**config.mk**
```make
export PLATFORM = sky130hd
export DESIGN_NAME = voice_endpoint_detect
export DESIGN_NICKNAME = d
export VERILOG_FILES = /design/src/rtl/voice_endpoint_detect.sv
export SDC_FILE = /design/constraint.sdc
export NUM_CORES = 1
export LEC_CHECK = 0
export CAP_MARGIN = 20
export CORE_ASPECT_RATIO = 1.1
export CORE_MARGIN = 5
export CORE_UTILIZATION = 46
export CTS_CLUSTER_DIAMETER = 200
export CTS_CLUSTER_SIZE = 10
export DETAILED_ROUTE_END_ITERATION = 12
export PLACE_DENSITY = 0.67
export SYNTH_ARGS = -nofsm -noshare
export SYNTH_HDL_FRONTEND = slang
export SYNTH_SLANG_ARGS = --single-unit
```
**constraint.sdc**
```tcl
create_clock -name clk -period 4.5 [get_ports clk]
set_input_delay 0.675 -clock clk [delete_from_list [all_inputs] [get_ports clk]]
set_output_delay 0.675 -clock clk [all_outputs]
set_load 0.03 [all_outputs]
```
**src/rtl/voice_endpoint_detect.sv**
```systemverilog
// Voice endpoint detector: per-frame energy of the PCM stream, a hysteresis
// FSM that finds speech onset/end (vq_start/vq_stop), and FIFO-level-gated
// forwarding of samples to MFCC_VQ while speech is active.
module voice_endpoint_detect #(
    parameter int DATA_WIDTH = 16,
    parameter int FRAME_LEN  = 256,
    parameter int ENERGY_W   = 40,
    parameter int ON_FRAMES  = 3,
    parameter int OFF_FRAMES = 8,
    parameter int LEVEL_MAX  = 2047
) (
    input  logic                         clk,
    input  logic                         rst_n,
    input  logic                         enable,
    input  logic [ENERGY_W-1:0]          energy_thr,
    input  logic                         voice_en_in,
    input  logic signed [DATA_WIDTH-1:0] voice_data_in,
    input  logic [11:0]                  wr_water_level,
    output logic                         voice_en_out,
    output logic signed [DATA_WIDTH-1:0] voice_data_out,
    output logic                         vq_start,
    output logic                         vq_stop,
    output logic                         speech_active,
    output logic                         overflow,
    output logic [ENERGY_W-1:0]          frame_energy,
    output logic                         frame_energy_vld
);

    localparam int CNT_W  = (FRAME_LEN > 1) ? $clog2(FRAME_LEN) : 1;
    localparam int FC_MAX = (ON_FRAMES > OFF_FRAMES) ? ON_FRAMES : OFF_FRAMES;
    localparam int FC_W   = $clog2(FC_MAX + 1);

    localparam logic [CNT_W-1:0] CNT_LAST = CNT_W'(FRAME_LEN - 1);
    localparam logic [FC_W-1:0]  ON_LAST  = FC_W'(ON_FRAMES - 1);
    localparam logic [FC_W-1:0]  OFF_LAST = FC_W'(OFF_FRAMES - 1);

    typedef enum logic [2:0] {IDLE, SILENCE, ONSET, SPEECH, HANGOVER} state_t;

    state_t                 state;
    logic [FC_W-1:0]        fc;
    logic [ENERGY_W-1:0]    acc;
    logic [CNT_W-1:0]       cnt;

    logic signed [2*DATA_WIDTH-1:0] data_ext;
    logic signed [2*DATA_WIDTH-1:0] sq_s;
    logic [ENERGY_W-1:0]            sq_ext;
    logic                           loud;
    logic                           run;
    logic                           go_speech;
    logic                           go_stop;
    logic                           fwd_take;
    logic                           level_ok;

    // Square is always non-negative and fits 2*DATA_WIDTH bits, so the low
    // half of the product is exact.
    assign data_ext  = {{DATA_WIDTH{voice_data_in[DATA_WIDTH-1]}}, voice_data_in};
    assign sq_s      = data_ext * data_ext;
    assign sq_ext    = ENERGY_W'($unsigned(sq_s));

    assign loud      = frame_energy > energy_thr;
    assign run       = enable && (state != IDLE);

    // Transitions that emit a strobe, shared by the FSM and the overflow flag.
    assign go_speech = enable && frame_energy_vld && loud &&
                       (((state == SILENCE) && (ON_FRAMES == 1)) ||
                        ((state == ONSET) && (fc == ON_LAST)));
    assign go_stop   = enable && frame_energy_vld && !loud &&
                       (((state == SPEECH) && (OFF_FRAMES == 1)) ||
                        ((state == HANGOVER) && (fc == OFF_LAST)));

    // The vq_start cycle itself never forwards; the first sample after it does.
    assign fwd_take  = voice_en_in && speech_active && !vq_start;
    assign level_ok  = wr_water_level < 12'(LEVEL_MAX);

    // Frame energy accumulator: sum of squares over FRAME_LEN samples.
    always_ff @(posedge clk or negedge rst_n) begin
        if (!rst_n) begin
            // NOTE: every register here carries state that is observable after reset, so all of them are reset; nothing is left to power-up value.
            acc              <= '0;
            cnt              <= '0;
            frame_energy     <= '0;
            frame_energy_vld <= 1'b0;
        end else begin
            // NOTE: non-blocking assignments only in clocked blocks, so every reader sees the pre-edge value regardless of block order.
            frame_energy_vld <= 1'b0;
            if (!run) begin
                acc <= '0;
                cnt <= '0;
            end else if (voice_en_in) begin
                if (cnt == CNT_LAST) begin
                    frame_energy     <= acc + sq_ext;
                    frame_energy_vld <= 1'b1;
                    acc              <= '0;
                    cnt              <= '0;
                end else begin
                    acc <= acc + sq_ext;
                    cnt <= cnt + 1'b1;
                end
            end
        end
    end

    // Hysteresis FSM with registered strobes and speech_active.
    always_ff @(posedge clk or negedge rst_n) begin
        if (!rst_n) begin
            state         <= IDLE;
            fc            <= '0;
            vq_start      <= 1'b0;
            vq_stop       <= 1'b0;
            speech_active <= 1'b0;
        end else begin
            vq_start <= 1'b0;
            vq_stop  <= 1'b0;
            if (!enable) begin
                if ((state == SPEECH) || (state == HANGOVER)) vq_stop <= 1'b1;
                state         <= IDLE;
                fc            <= '0;
                speech_active <= 1'b0;
            end else if (go_speech) begin
                state         <= SPEECH;
                fc            <= '0;
                vq_start      <= 1'b1;
                speech_active <= 1'b1;
            end else if (go_stop) begin
                state         <= SILENCE;
                fc            <= '0;
                vq_stop       <= 1'b1;
                speech_active <= 1'b0;
            end else begin
                case (state)
                    IDLE: state <= SILENCE;
                    SILENCE: begin
                        if (frame_energy_vld && loud) begin
                            state <= ONSET;
                            fc    <= FC_W'(1);
                        end
                    end
                    ONSET: begin
                        if (frame_energy_vld) begin
                            if (loud) begin
                                fc <= fc + 1'b1;
                            end else begin
                                state <= SILENCE;
                                fc    <= '0;
                            end
                        end
                    end
                    SPEECH: begin
                        if (frame_energy_vld && !loud) begin
                            state <= HANGOVER;
                            fc    <= FC_W'(1);
                        end
                    end
                    HANGOVER: begin
                        if (frame_energy_vld) begin
                            if (loud) begin
                                state <= SPEECH;
                                fc    <= '0;
                            end else begin
                                fc <= fc + 1'b1;
                            end
                        end
                    end
                    default: state <= IDLE;
                endcase
            end
        end
    end

    // Sample forwarding gated by the MFCC_VQ FIFO level; sticky drop flag.
    always_ff @(posedge clk or negedge rst_n) begin
        if (!rst_n) begin
            voice_en_out   <= 1'b0;
            voice_data_out <= '0;
            overflow       <= 1'b0;
        end else begin
            voice_en_out <= 1'b0;
            if (go_speech) begin
                overflow <= 1'b0;
            end else if (fwd_take) begin
                if (level_ok) begin
                    voice_en_out   <= 1'b1;
                    voice_data_out <= voice_data_in;
                end else begin
                    overflow <= 1'b1;
                end
            end
        end
    end

endmodule

```
==> results.sh, run 1 <==
# source this file to load flow results
export IMPL_failed_checks="negative setup slack"
export IMPL_die_w_um=191
export IMPL_maxCapViolCount=0
export IMPL_outcome="finished with violations"
export IMPL_grt_max_degree=57
export IMPL_seq_area_sq_mm=0.00293
export IMPL_drc=0
export IMPL_startpoint="voice_data_in[6]"
export IMPL_antenna_found_initial=0
export IMPL_postSynth_asyncResetShare=1.00
export IMPL_vias_per_cell=5.25
export IMPL_slew_violations=0
export IMPL_grtUsageMet1=0.331
export IMPL_top_area_cell="fa_1"
export IMPL_clockRootBuffer="clkbuf_16"
export IMPL_slowest_stage="fa_1"
export IMPL_critical_path_top_delay_family="adder cells"
export IMPL_finalClockPeriodUsage=1.70
export IMPL_worst_slew_pin_slew_ns=0.985
export IMPL_synth_edff_count=0
export IMPL_comb_area_frac=0.571
export IMPL_cpPeakStageDelay_ns=0.52
export IMPL_worst_path_buf_inv=17
export IMPL_final_area_sq_mm=0.0245
export IMPL_ant_nets=0
export IMPL_max_slew_margin_rel=0.338
export IMPL_synth_cell_type_count=67
export IMPL_wl_per_cell_um=18.1
export IMPL_synth_area_per_cell_sq_um=9.04
export IMPL_yosysWarnings=0
export IMPL_cp_arrival_ns=7.98
export IMPL_drt_initial_drc_count=946
export IMPL_fin_skew_ns=0.0109
export IMPL_top_usage_layer="met2"
export IMPL_fp_coreArea_sq_mm=0.0354
export IMPL_grt_pass1_wl_um=82300
export IMPL_seq_share=0.120
export IMPL_hold_path_class="input port to async pin"
export IMPL_top_cell="inv_1"
export IMPL_synth_nets=2306
export IMPL_fin_ws_ns=-3.15
export IMPL_clk_pin_slew_ns=0.06
export IMPL_io_buffers=133
export IMPL_synth_cells=1832
export IMPL_rows=72
export IMPL_final_core_util=0.691
export IMPL_fin_tns_setup_ns=-170.60
export IMPL_postCtsSetupBuffers=93
export IMPL_cp_max_fo=5
export IMPL_reg2reg_from="frame_energy[37]"
export IMPL_yosys_cells=1832
export IMPL_ff_type="dfrtp_1"
export IMPL_io_pins=134
export IMPL_finalHoldViolCount=0
export IMPL_cp_data_required_time_ns=4.83
export IMPL_warnings=38
export IMPL_fin_hold_ws_ns=0.315
export IMPL_grtUsageMet2=0.435
export IMPL_flop_count=117
export IMPL_finalSetupViolations=68
export IMPL_htree_levels=4
export IMPL_gp_congestion=0.911
export IMPL_yosys_stat_area_sq_mm=0.0166
export IMPL_first_global_vias=16300
export IMPL_nFillCells=2540
export IMPL_nNonClkBuffers=539
export IMPL_area_delta_synth_final_pct=47.7
export IMPL_ys_seq_frac=0.177
export IMPL_crit_type="input port to register"
export IMPL_cts_max_path_buffers=2
export IMPL_cts_tree="done"
export IMPL_fp_utilization=0.468
export IMPL_logic_gates=1260
export IMPL_largest_cell_class="multi-input combinational cells"
export IMPL_start_kind="input port"
export IMPL_clock_latency_late_pin_ns=0.43
export IMPL_placed_cell_area_sq_mm=0.0210
export IMPL_clk_share=0.0232
export IMPL_die_y_um=209
export IMPL_drive_above_1_share=0.352
export IMPL_path_common_cell="buf_6"
export IMPL_bufAreaShareNonClock=0.201
export IMPL_netlist_area_sq_mm=0.0166
export IMPL_num_tap_cells=481
export IMPL_min_period_ns=7.65
==> run 1: layer usage <==
metal | vias to the layer above | wire, um
met5 | - | 0
met3 | 128 | 2710
met4 | 0 | 1770
met1 | 7390 | 20900
met2 | 486 | 25800
li1 | 6829 | -
==> run 1: sequential cells by signal, indices dropped and copies added (netlist names) <==
signal	flops
cnt	8
voice_data_out	16
overflow	1
voice_en_out	1
vq_stop	1
state	3
speech_active	1
fc	4
frame_energy	40
frame_energy_vld	1
acc	40
vq_start	1
==> run 1: placed cells by master, fill, tap and decap left out, drive strengths merged, types with 22 or more instances in the layout <==
master,Yosys,layout
nor3,25,25
and2,36,36
nand4,23,23
ha,164,164
xor2,25,25
dfrtp,117,117
xnor2,55,55
buf,7,421
fa,238,238
nand3,28,28
nand2,223,223
inv,392,392
o21ai,59,59
a22o,31,31
clkdlybuf4s50,0,116
a21oi,72,72
nor2,68,68
a21o,39,39
clkbuf,54,22
==> run 1: cells by family (layout without fill, tap and decap cells) <==
family,Yosys count,count (layout),share of synthesized area
AOI/OAI and AO/OA,283,283,0.113
muxes,21,21,0.0147
xor gates and xnor gates,80,80,0.0423
adders and majority gates,402,402,0.412
buffers and inverters,455,965,0.105
and+or+nand+nor,474,474,0.136
DFF,117,117,0.177
==> run 1: worst paths after layout <==
kind                                       to  slack [ns]  cells after the start
max                          frame_energy[35]       -3.15                     41
min                          frame_energy[35]        0.31                      1
max reg2reg                             fc[1]        0.77                     10
min reg2reg                voice_data_out[13]        0.48                      2
max in group asynchronous              acc[4]        3.17                      2
min in group clk           voice_data_out[13]        0.48                      2
### Routed metal, one color a layer, run 1

Scale bar: 50 um. Two of the layers only.
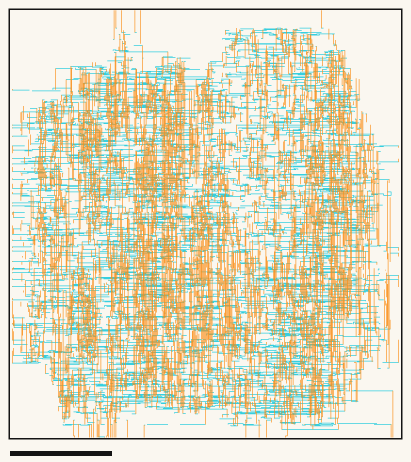
| layer | color | wire length |
|---|---|---|
| met2 | orange | 25.8 mm |
| met1 | cyan | 20.9 mm |
routed wire length: 51200 um
Vias: 14800

### Clock routing, run 1

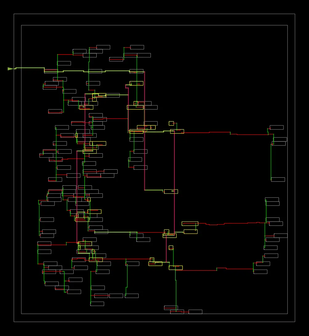
clkbuf count: 20
CTS sink cnt: 117

### Metal 3, run 1

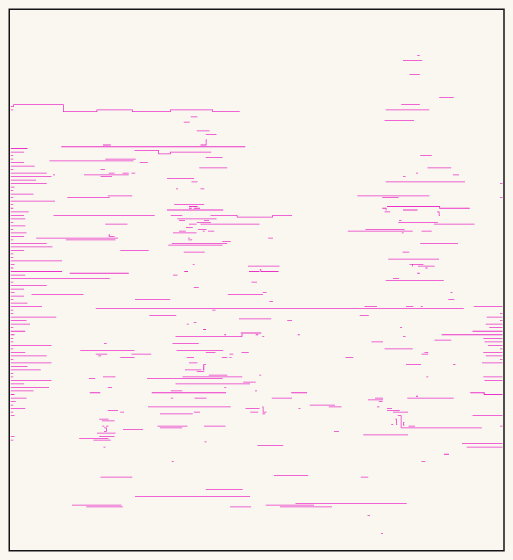
wire length on this layer: 2710 um
main direction: horizontal
share of all routed wire: 5.3%
nets with wire on the layer: 252
longest straight run: 142 um
M3 GR Usage: 0.0379

==> run 2: changes to the inputs <==
Settings changed: CTS_BUF_LIST set to sky130_fd_sc_hd__clkbuf_4 sky130_fd_sc_hd__clkbuf_8 sky130_fd_sc_hd__clkbuf_16, CTS_CLUSTER_SIZE 10 to not set.
### M2 wires, run 2

Scale bar: 50 um.
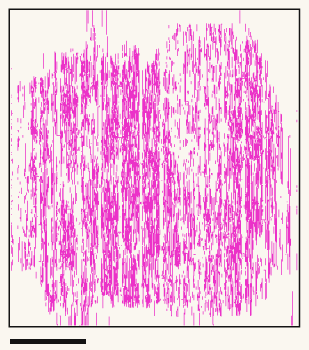
main direction: vertical
wire length on this layer: 25.8 mm
nets with wire on the layer: 2465
met2 Use GR: 0.435
Vias: 14800
routed wire length: 50800 um

==> results.sh, run 2 <==
# source this file to load flow results
export IMPL_cts_sinks=117
export IMPL_slew_violations=0
export IMPL_fin_ws_ns=-3.09
export IMPL_clockRootBuffer="clkbuf_16"
export IMPL_finalSetupViolations=68
export IMPL_most_common_layout_cells="334 x inv_1, 301 x buf_4, 225 x fa_1"
export IMPL_cts_buffers=17
export IMPL_htree_levels=4
export IMPL_ys_seq_frac=0.177
export IMPL_postSynth_asyncResetShare=1.00
export IMPL_cpPeakStageDelay_ns=0.62
export IMPL_ant_nets=0
export IMPL_fin_hold_ws_ns=0.316
export IMPL_drt_initial_drc_count=913
export IMPL_die_w_um=191
export IMPL_fp_utilization=0.468
export IMPL_hold_path_class="input port to async pin"
export IMPL_die_y_um=209
export IMPL_worst_slew_pin_slew_ns=0.998
export IMPL_synth_nets=2306
export IMPL_synth_cells=1832
export IMPL_drc=0
export IMPL_critical_path_top_delay_family="adder cells"
export IMPL_warnings=38
export IMPL_startpoint="voice_data_in[6]"
export IMPL_grt_max_degree=57
export IMPL_yosys_cells=1832
export IMPL_outcome="finished with violations"
export IMPL_cts_tree="done"
export IMPL_io_buffers=133
export IMPL_netlist_area_sq_mm=0.0166
export IMPL_area_delta_synth_final_pct=47.9
export IMPL_reg_largest_list="acc x40, frame_energy x40, voice_data_out x16"
export IMPL_fin_tns_setup_ns=-165.00
export IMPL_worst_r2r_setup_slack_ns=0.74
export IMPL_rsz0062_at_grt="true"
export IMPL_maxCapViolCount=0
export IMPL_vias_per_cell=5.24
export IMPL_top_cell="inv_1"
export IMPL_slowest_stage="fa_1"
export IMPL_clock_latency_late_pin_ns=0.44
export IMPL_cp_max_fo=5
export IMPL_crit_type="input port to register"
export IMPL_max_slew_margin_rel=0.329
export IMPL_fin_skew_ns=0.0130
export IMPL_synth_cell_type_count=67
export IMPL_rows=72
export IMPL_failed_checks="negative setup slack"
export IMPL_io_pins=134
export IMPL_start_kind="input port"
export IMPL_yosys_stat_area_sq_mm=0.0166
export IMPL_top_usage_layer="met2"
export IMPL_layout_cells_non_filler=2820
export IMPL_antenna_found_initial=0
export IMPL_drive_above_1_share=0.351
export IMPL_worst_path_buf_inv=8
export IMPL_yosysWarnings=0
export IMPL_gp_congestion=0.911
export IMPL_ff_type="dfrtp_1"
export IMPL_synth_edff_count=0
export IMPL_grtUsageMet1=0.331
export IMPL_cp_data_required_time_ns=4.83
export IMPL_cp_arrival_ns=7.93
export IMPL_final_common_cell="inv_1"
export IMPL_finalClockPeriodUsage=1.69
export IMPL_fp_coreArea_sq_mm=0.0354
export IMPL_finalHoldViolCount=0
export IMPL_synth_area_per_cell_sq_um=9.04
export IMPL_met3_usage=0.0379
export IMPL_top_area_cell="fa_1"
export IMPL_reg2reg_from="frame_energy[37]"
export IMPL_cts_max_path_buffers=2
export IMPL_final_core_util=0.692
export IMPL_clk_pin_slew_ns=0.06
export IMPL_min_period_ns=7.59
export IMPL_path_common_cell="fa_1"
export IMPL_grt_pass1_wl_um=82400
export IMPL_first_global_vias=16300
### Routed metal, one color a layer, run 2

Scale bar: 50 um. Two of the layers only.
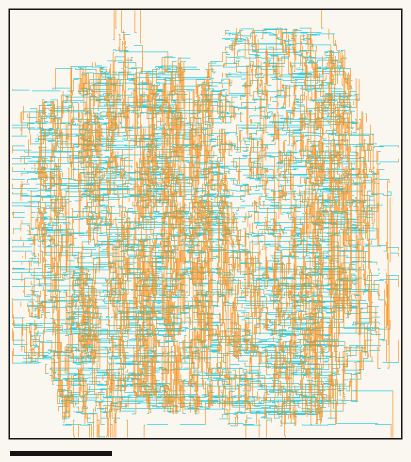
| layer | color | wire length |
|---|---|---|
| met2 | orange | 25.8 mm |
| met1 | cyan | 21.0 mm |
post-DR wirelength/cell: 18.0 um
Total Routing Usage GR: 0.254

run 2: worst paths after layout:
path                                      end  depth (start not counted)
min                          frame_energy[35]                          1
max                          frame_energy[35]                         31
min reg2reg                voice_data_out[13]                          2
max in group asynchronous              acc[4]                          2
min in group clk           voice_data_out[13]                          2
max reg2reg                             fc[1]                         10
run 2: metrics by stage:
stage                     instance area [sq um]  worst slack, ns
after floorplan                           17300            -3.09
final                                     24500            -3.09
after CTS                                 23800            -3.03
after global placement                    21000            -3.95
after global routing                      24500            -3.46
after detailed placement                  21000            -3.95
run 2: logic make-up (layout without fill, tap and decap cells):
kind of cell | after synthesis | after routing | synth area share
DFF | 117 | 117 | 0.177
adders and majority gates | 402 | 402 | 0.412
buffers and inverters | 455 | 962 | 0.105
and+or+nand+nor | 474 | 474 | 0.136
xor gates and xnor gates | 80 | 80 | 0.0423
AOI/OAI and AO/OA | 283 | 283 | 0.113
muxes | 21 | 21 | 0.0147
run 2: metal layers:
metal	share of wire	vias to the layer above	wire, um
li1	-	6832	-
met1	0.41	7391	21000
met2	0.51	445	25800
met3	0.048	110	2450
met4	0.032	0	1620
met5	0	-	0
run 2: area by class of cell:
cell class                 count  area [sq um]
inverter                     394          1490
multi-input combinational   1260         14000
clock buffer                  20           448
sequential                   117          2930
timing repair buffer         536          4910
fill                        2531         10900
tap                          481           602
clock inverter                12           131
run 2: timing repair:
| action | 4_1_cts | 5_1_grt |
|---|---|---|
| gates cloned | 3 | 0 |
| pin swaps | 221 | 122 |
| resized | 407 | 130 |
| endpoints found under the setup margin | 70 | 68 |
| buffers inserted | 93 | 39 |
